[src/rtl/tetris_game_ctrl.sv]
// Game-flow controller for the Tetris datapath: sequences countdown, spawn,
// move/fall, lock, line removal and game over, and tracks lines and level.
module tetris_game_ctrl #(
  parameter int unsigned CNT_W           = 2,
  parameter int unsigned COUNTDOWN       = 3,
  parameter int unsigned PRESCALE        = 4,
  parameter int unsigned TMR_W           = 16,
  parameter int unsigned BASE_DROP       = 1000,
  parameter int unsigned DROP_STEP       = 50,
  parameter int unsigned MIN_DROP        = 100,
  parameter int unsigned LVL_W           = 4,
  parameter int unsigned MAX_LEVEL       = 15,
  parameter int unsigned LINES_PER_LEVEL = 10,
  parameter int unsigned LINE_W          = 10
) (
  input  logic              clk_i,
  input  logic              rst_i,
  input  logic              start_i,
  input  logic              pause_i,
  input  logic              stop_i,
  input  logic              remove_i,
  input  logic              game_over_i,
  input  logic              done_i,
  output logic              new_en_o,
  output logic              move_en_o,
  output logic              drop_tick_o,
  output logic              transform_en_o,
  output logic              remove_en_o,
  output logic              clear_en_o,
  output logic              paused_o,
  output logic [CNT_W-1:0]  time_up_o,
  output logic [LVL_W-1:0]  level_o,
  output logic [LINE_W-1:0] lines_cleared_o,
  output logic [3:0]        state_o
);

  localparam int unsigned PsW  = (PRESCALE > 1) ? $clog2(PRESCALE) : 1;
  localparam int unsigned LilW = $clog2(LINES_PER_LEVEL + 1);

  typedef enum logic [3:0] {
    StReady    = 4'd0,
    StWait     = 4'd1,
    StNew      = 4'd2,
    StMove     = 4'd3,
    StPause    = 4'd4,
    StStop     = 4'd5,
    StIfRemove = 4'd6,
    StRemove   = 4'd7,
    StOver     = 4'd8,
    StClear    = 4'd9,
    StFinish   = 4'd10
  } state_e;

  state_e            state_q, state_d;
  logic [CNT_W-1:0]  time_up_q, time_up_d;
  logic [PsW-1:0]    presc_q, presc_d;
  logic [TMR_W-1:0]  timer_q, timer_d;
  logic              drop_tick_q, drop_tick_d;
  logic [LVL_W-1:0]  level_q, level_d;
  logic [LINE_W-1:0] lines_q, lines_d;
  logic [LilW-1:0]   lil_q, lil_d;

  logic [31:0]       dec_w, sat_w, period_w;
  logic [TMR_W-1:0]  drop_last;

  // Level-scaled drop period, saturating at zero before the MIN_DROP floor.
  always_comb begin
    dec_w     = 32'(level_q) * 32'(DROP_STEP);
    sat_w     = (dec_w >= 32'(BASE_DROP)) ? 32'd0 : 32'(BASE_DROP) - dec_w;
    period_w  = (sat_w < 32'(MIN_DROP)) ? 32'(MIN_DROP) : sat_w;
    drop_last = TMR_W'(period_w - 32'd1);
  end

  // Next-state logic for the game FSM.
  always_comb begin
    state_d = state_q;
    case (state_q)
      StReady:    if (start_i) state_d = StWait;
      StWait:     if (time_up_q == '0) state_d = StNew;
      StNew:      state_d = StMove;
      StMove: begin
        if (stop_i)       state_d = StStop;
        else if (pause_i) state_d = StPause;
      end
      StPause:    if (pause_i) state_d = StMove;
      StStop:     state_d = StIfRemove;
      StIfRemove, StRemove: begin
        if (remove_i)         state_d = StRemove;
        else if (game_over_i) state_d = StOver;
        else                  state_d = StNew;
      end
      StOver:     state_d = StClear;
      StClear:    if (done_i) state_d = StFinish;
      StFinish:   if (start_i) state_d = StWait;
      default:    state_d = StReady;
    endcase
  end

  // Countdown, gravity timer and line/level counters.
  always_comb begin
    time_up_d   = time_up_q;
    presc_d     = presc_q;
    timer_d     = timer_q;
    drop_tick_d = 1'b0;
    level_d     = level_q;
    lines_d     = lines_q;
    lil_d       = lil_q;

    if ((state_q == StReady || state_q == StFinish) && start_i) begin
      time_up_d = CNT_W'(COUNTDOWN);
      presc_d   = '0;
      if (state_q == StFinish) begin
        level_d = '0;
        lines_d = '0;
        lil_d   = '0;
      end
    end

    if (state_q == StWait && time_up_q != '0) begin
      if (presc_q == PsW'(PRESCALE - 1)) begin
        presc_d   = '0;
        time_up_d = time_up_q - CNT_W'(1);
      end else begin
        presc_d = presc_q + PsW'(1);
      end
    end

    // The tick is suppressed when MOVE is left on the compare cycle so it
    // never appears outside MOVE.
    if (state_q == StMove) begin
      if (timer_q == drop_last) begin
        timer_d     = '0;
        drop_tick_d = (state_d == StMove);
      end else begin
        timer_d = timer_q + TMR_W'(1);
      end
    end
    if (state_d == StNew) timer_d = '0;

    if (state_q == StRemove) begin
      if (lines_q != '1) lines_d = lines_q + LINE_W'(1);
      if (lil_q == LilW'(LINES_PER_LEVEL - 1)) begin
        lil_d = '0;
        if (level_q < LVL_W'(MAX_LEVEL)) level_d = level_q + LVL_W'(1);
      end else begin
        lil_d = lil_q + LilW'(1);
      end
    end
  end

  // State and counter registers with asynchronous reset.
  always_ff @(posedge clk_i or posedge rst_i) begin
    if (rst_i) begin
      state_q     <= StReady;
      time_up_q   <= '0;
      presc_q     <= '0;
      timer_q     <= '0;
      drop_tick_q <= 1'b0;
      level_q     <= '0;
      lines_q     <= '0;
      lil_q       <= '0;
    end else begin
      state_q     <= state_d;
      time_up_q   <= time_up_d;
      presc_q     <= presc_d;
      timer_q     <= timer_d;
      drop_tick_q <= drop_tick_d;
      level_q     <= level_d;
      lines_q     <= lines_d;
      lil_q       <= lil_d;
    end
  end

  // Moore enables decoded from the current state.
  always_comb begin
    new_en_o       = (state_q == StNew);
    move_en_o      = (state_q == StMove);
    transform_en_o = (state_q == StStop);
    remove_en_o    = (state_q == StRemove);
    clear_en_o     = (state_q == StClear);
    paused_o       = (state_q == StPause);
  end

  assign drop_tick_o     = drop_tick_q;
  assign time_up_o       = time_up_q;
  assign level_o         = level_q;
  assign lines_cleared_o = lines_q;
  assign state_o         = state_q;

endmodule
[config.mk]
export PLATFORM = sky130hd
export DESIGN_NAME = tetris_game_ctrl
export DESIGN_NICKNAME = d
export VERILOG_FILES = /design/src/rtl/tetris_game_ctrl.sv
export SDC_FILE = /design/constraint.sdc
export NUM_CORES = 1
export LEC_CHECK = 0
export ABC_AREA = 1
export CAP_MARGIN = 20
export CORE_UTILIZATION = 50
export CTS_CLUSTER_SIZE = 24
export DETAILED_ROUTE_END_ITERATION = 10
export GPL_ROUTABILITY_DRIVEN = 0
export PLACE_DENSITY = 0.8
export SETUP_SLACK_MARGIN = 0.1
export SLEW_MARGIN = 0
export SYNTH_ARGS = -nofsm -noshare
export SYNTH_HDL_FRONTEND = slang
export SYNTH_SLANG_ARGS = --single-unit
[constraint.sdc]
create_clock -name clk_i -period 6.9 [get_ports clk_i]
set_input_delay 1.725 -clock clk_i [delete_from_list [all_inputs] [get_ports clk_i]]
set_output_delay 1.725 -clock clk_i [all_outputs]
set_load 0.005 [all_outputs]
Figure 1. The metal 1 layer.
Scale bar: 20 um. Supply wires on this layer in grey.
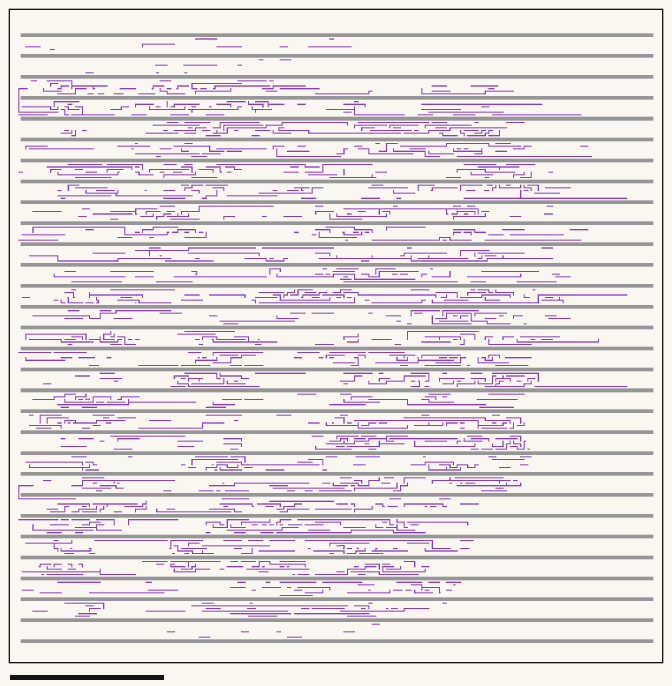
share of all routed wire: 45%
nets with wire on the layer: 491
wire length on this layer: 3220 um

Figure 2. M2 wires.
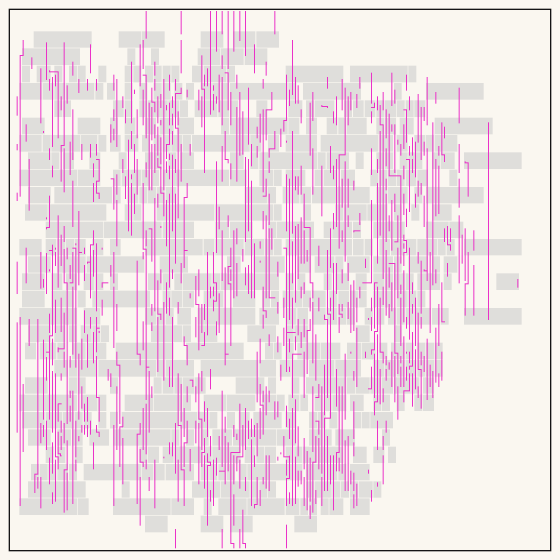
share of all routed wire: 50%
longest straight run: 30.9 um
met2 global-route usage: 39.0%
number of vias after detailed routing: 3155
total detailed-routing wirelength: 7.19 mm

## cells in the final DEF, fill, tap and decap left out, types with 6 or more instances in the layout
| master | instances |
|---|---|
| sky130_fd_sc_hd__a21oi_1 | 9 |
| sky130_fd_sc_hd__clkdlybuf4s50_1 | 34 |
| sky130_fd_sc_hd__dfrtp_1 | 43 |
| sky130_fd_sc_hd__ha_1 | 20 |
| sky130_fd_sc_hd__inv_1 | 82 |
| sky130_fd_sc_hd__nand2_1 | 98 |
| sky130_fd_sc_hd__nand2_2 | 21 |
| sky130_fd_sc_hd__nand3_1 | 49 |
| sky130_fd_sc_hd__nand3_2 | 12 |
| sky130_fd_sc_hd__nand4_1 | 7 |
| sky130_fd_sc_hd__nor2_1 | 46 |
| sky130_fd_sc_hd__nor2_2 | 6 |
| sky130_fd_sc_hd__o21ai_0 | 24 |
| sky130_fd_sc_hd__xor2_1 | 16 |
## metrics by stage
stage / hold WS [ns] / setup WS (ns)
after detailed placement: 0.496 / 2.45
final: 0.510 / 2.36
after global placement: 0.480 / 2.62
after global routing: 0.549 / 1.95
after floorplan: 0.460 / 2.92
after CTS: 0.511 / 2.38
## cell type report
cell class / instances / area [sq um]
Clock buffer: 5 / 68.8
Multi-Input combinational cell: 346 / 1980
Clock inverter: 2 / 13.8
Sequential cell: 43 / 1080
Tap cell: 77 / 96.3
Fill cell: 556 / 2580
Inverter: 87 / 327
Timing Repair Buffer: 36 / 355
## metal layers
layer | global-route usage (%) | routed length, um
met1 | 26.0 | 3220
met2 | 39.0 | 3610
met3 | 3.50 | 253
met4 | 6.63 | 104
met5 | 0 | 0
## logic make-up after synthesis
family          after synthesis  share of synthesized area [%]
fa+ha+maj                    21                           7.87
buf+inv                      93                           10.9
compound gates               49                           8.20
simple gates                256                           36.3
flops                        43                           31.3
xor+xnor                     20                           5.32
## flip-flops by register name (all words and copies together) (netlist names)
register         count
time_up_o            2
presc_q              2
state_o              4
drop_tick_o          1
level_o              4
timer_q             16
lil_q                4
lines_cleared_o     10
## final timing paths
check | end | start | slack (ns)
max in group asynchronous | lil_q[2] | rst_i | 4.65
setup reg to reg | timer_q[8] | level_o[0] | 2.36
hold reg to reg | presc_q[1] | presc_q[1] | 0.51
hold / removal | presc_q[1] | presc_q[1] | 0.51
min in group asynchronous | level_o[2] | rst_i | 1.87
setup / recovery | timer_q[8] | level_o[0] | 2.36
## synth_stat cells, drive strengths merged, types with 5 or more instances
master	n	area share (%)
xor2	16	4.1
nand3	62	11
dfrtp	43	31
nor3	5	0.73
ha	20	7.3
nor4	5	0.91
nand4	7	1.3
a21oi	9	1.3
inv	86	9.4
nor2	54	6.8
o21ai	27	4.2
nand2	120	15
## critical path: cells and delay by family (launching register included)
| family | cells | cell delay [ns] |
|---|---|---|
| xor gates and xnor gates | 1 | 0.14 |
| adders and majority gates | 4 | 1.22 |
| buffers and inverters | 2 | 0.16 |
| DFF | 1 | 0.50 |
| and+or+nand+nor | 21 | 2.40 |
==> qor.log <==
qor: run_status.outcome finished, final reports clean
qor: logic_synthesis.synthesis.area 3430 sq um
qor: timing.max-slew-margin-rel 62.8%
qor: layout.final_util 60.3%
qor: worst_setup_path.critPathCaptureType register
qor: clock_tree.clock_sinks 43
qor: grt.grt.total_usage 21.4%
qor: logic_synthesis.ys.flop_type sky130_fd_sc_hd__dfrtp_1
qor: clock_tree.number_of_setup_buffers_added_after_cts 0
qor: layout.final_design_area_no_fill 3920 sq um
qor: detailed_routing.post_drt_via_cell_ratio 5.29
qor: flow_run.drv.max_cap_violation_count 0
qor: layout.layoutNonFillerInstCount 596
qor: logic_synthesis.synth.yosys.seq_area_share 31.3%
qor: worst_setup_path.start_kind register
qor: logic_synthesis.synth.distinct_cells 39
qor: logic_synthesis.postSynth.asyncResetShare 100%
qor: logic_synthesis.syn-instance-count 482
qor: worst_setup_path.cpMaxStageDelayCell sky130_fd_sc_hd__dfrtp_1
qor: timing.rsz0062_at_grt no
qor: worst_setup_path.endpoint_arrival_time_on_the_critical_path 4.73 ns
qor: detailed_routing.dr.pass1.iters 5
qor: layout.drive_gt1_share 11.2%
qor: logic_synthesis.syn-num-nets 511
qor: worst_setup_path.cp_data_required_time 7.08 ns
qor: worst_setup_path.timing.critical_path.fanout_max 11
qor: timing.timing.fmax 220 MHz
qor: clock_tree.h-tree-depth 2
qor: timing.hold_viol 0
qor: clock_tree.clk_path_buf_depth 2
qor: die.floorplan.core_util 52.9%
qor: clock_tree.cts_tree built
qor: logic_synthesis.yosys_cells 482
qor: die.die_w 84.9 um
qor: clock_tree.post_cts_resized 0
qor: grt.first_global_vias 2987
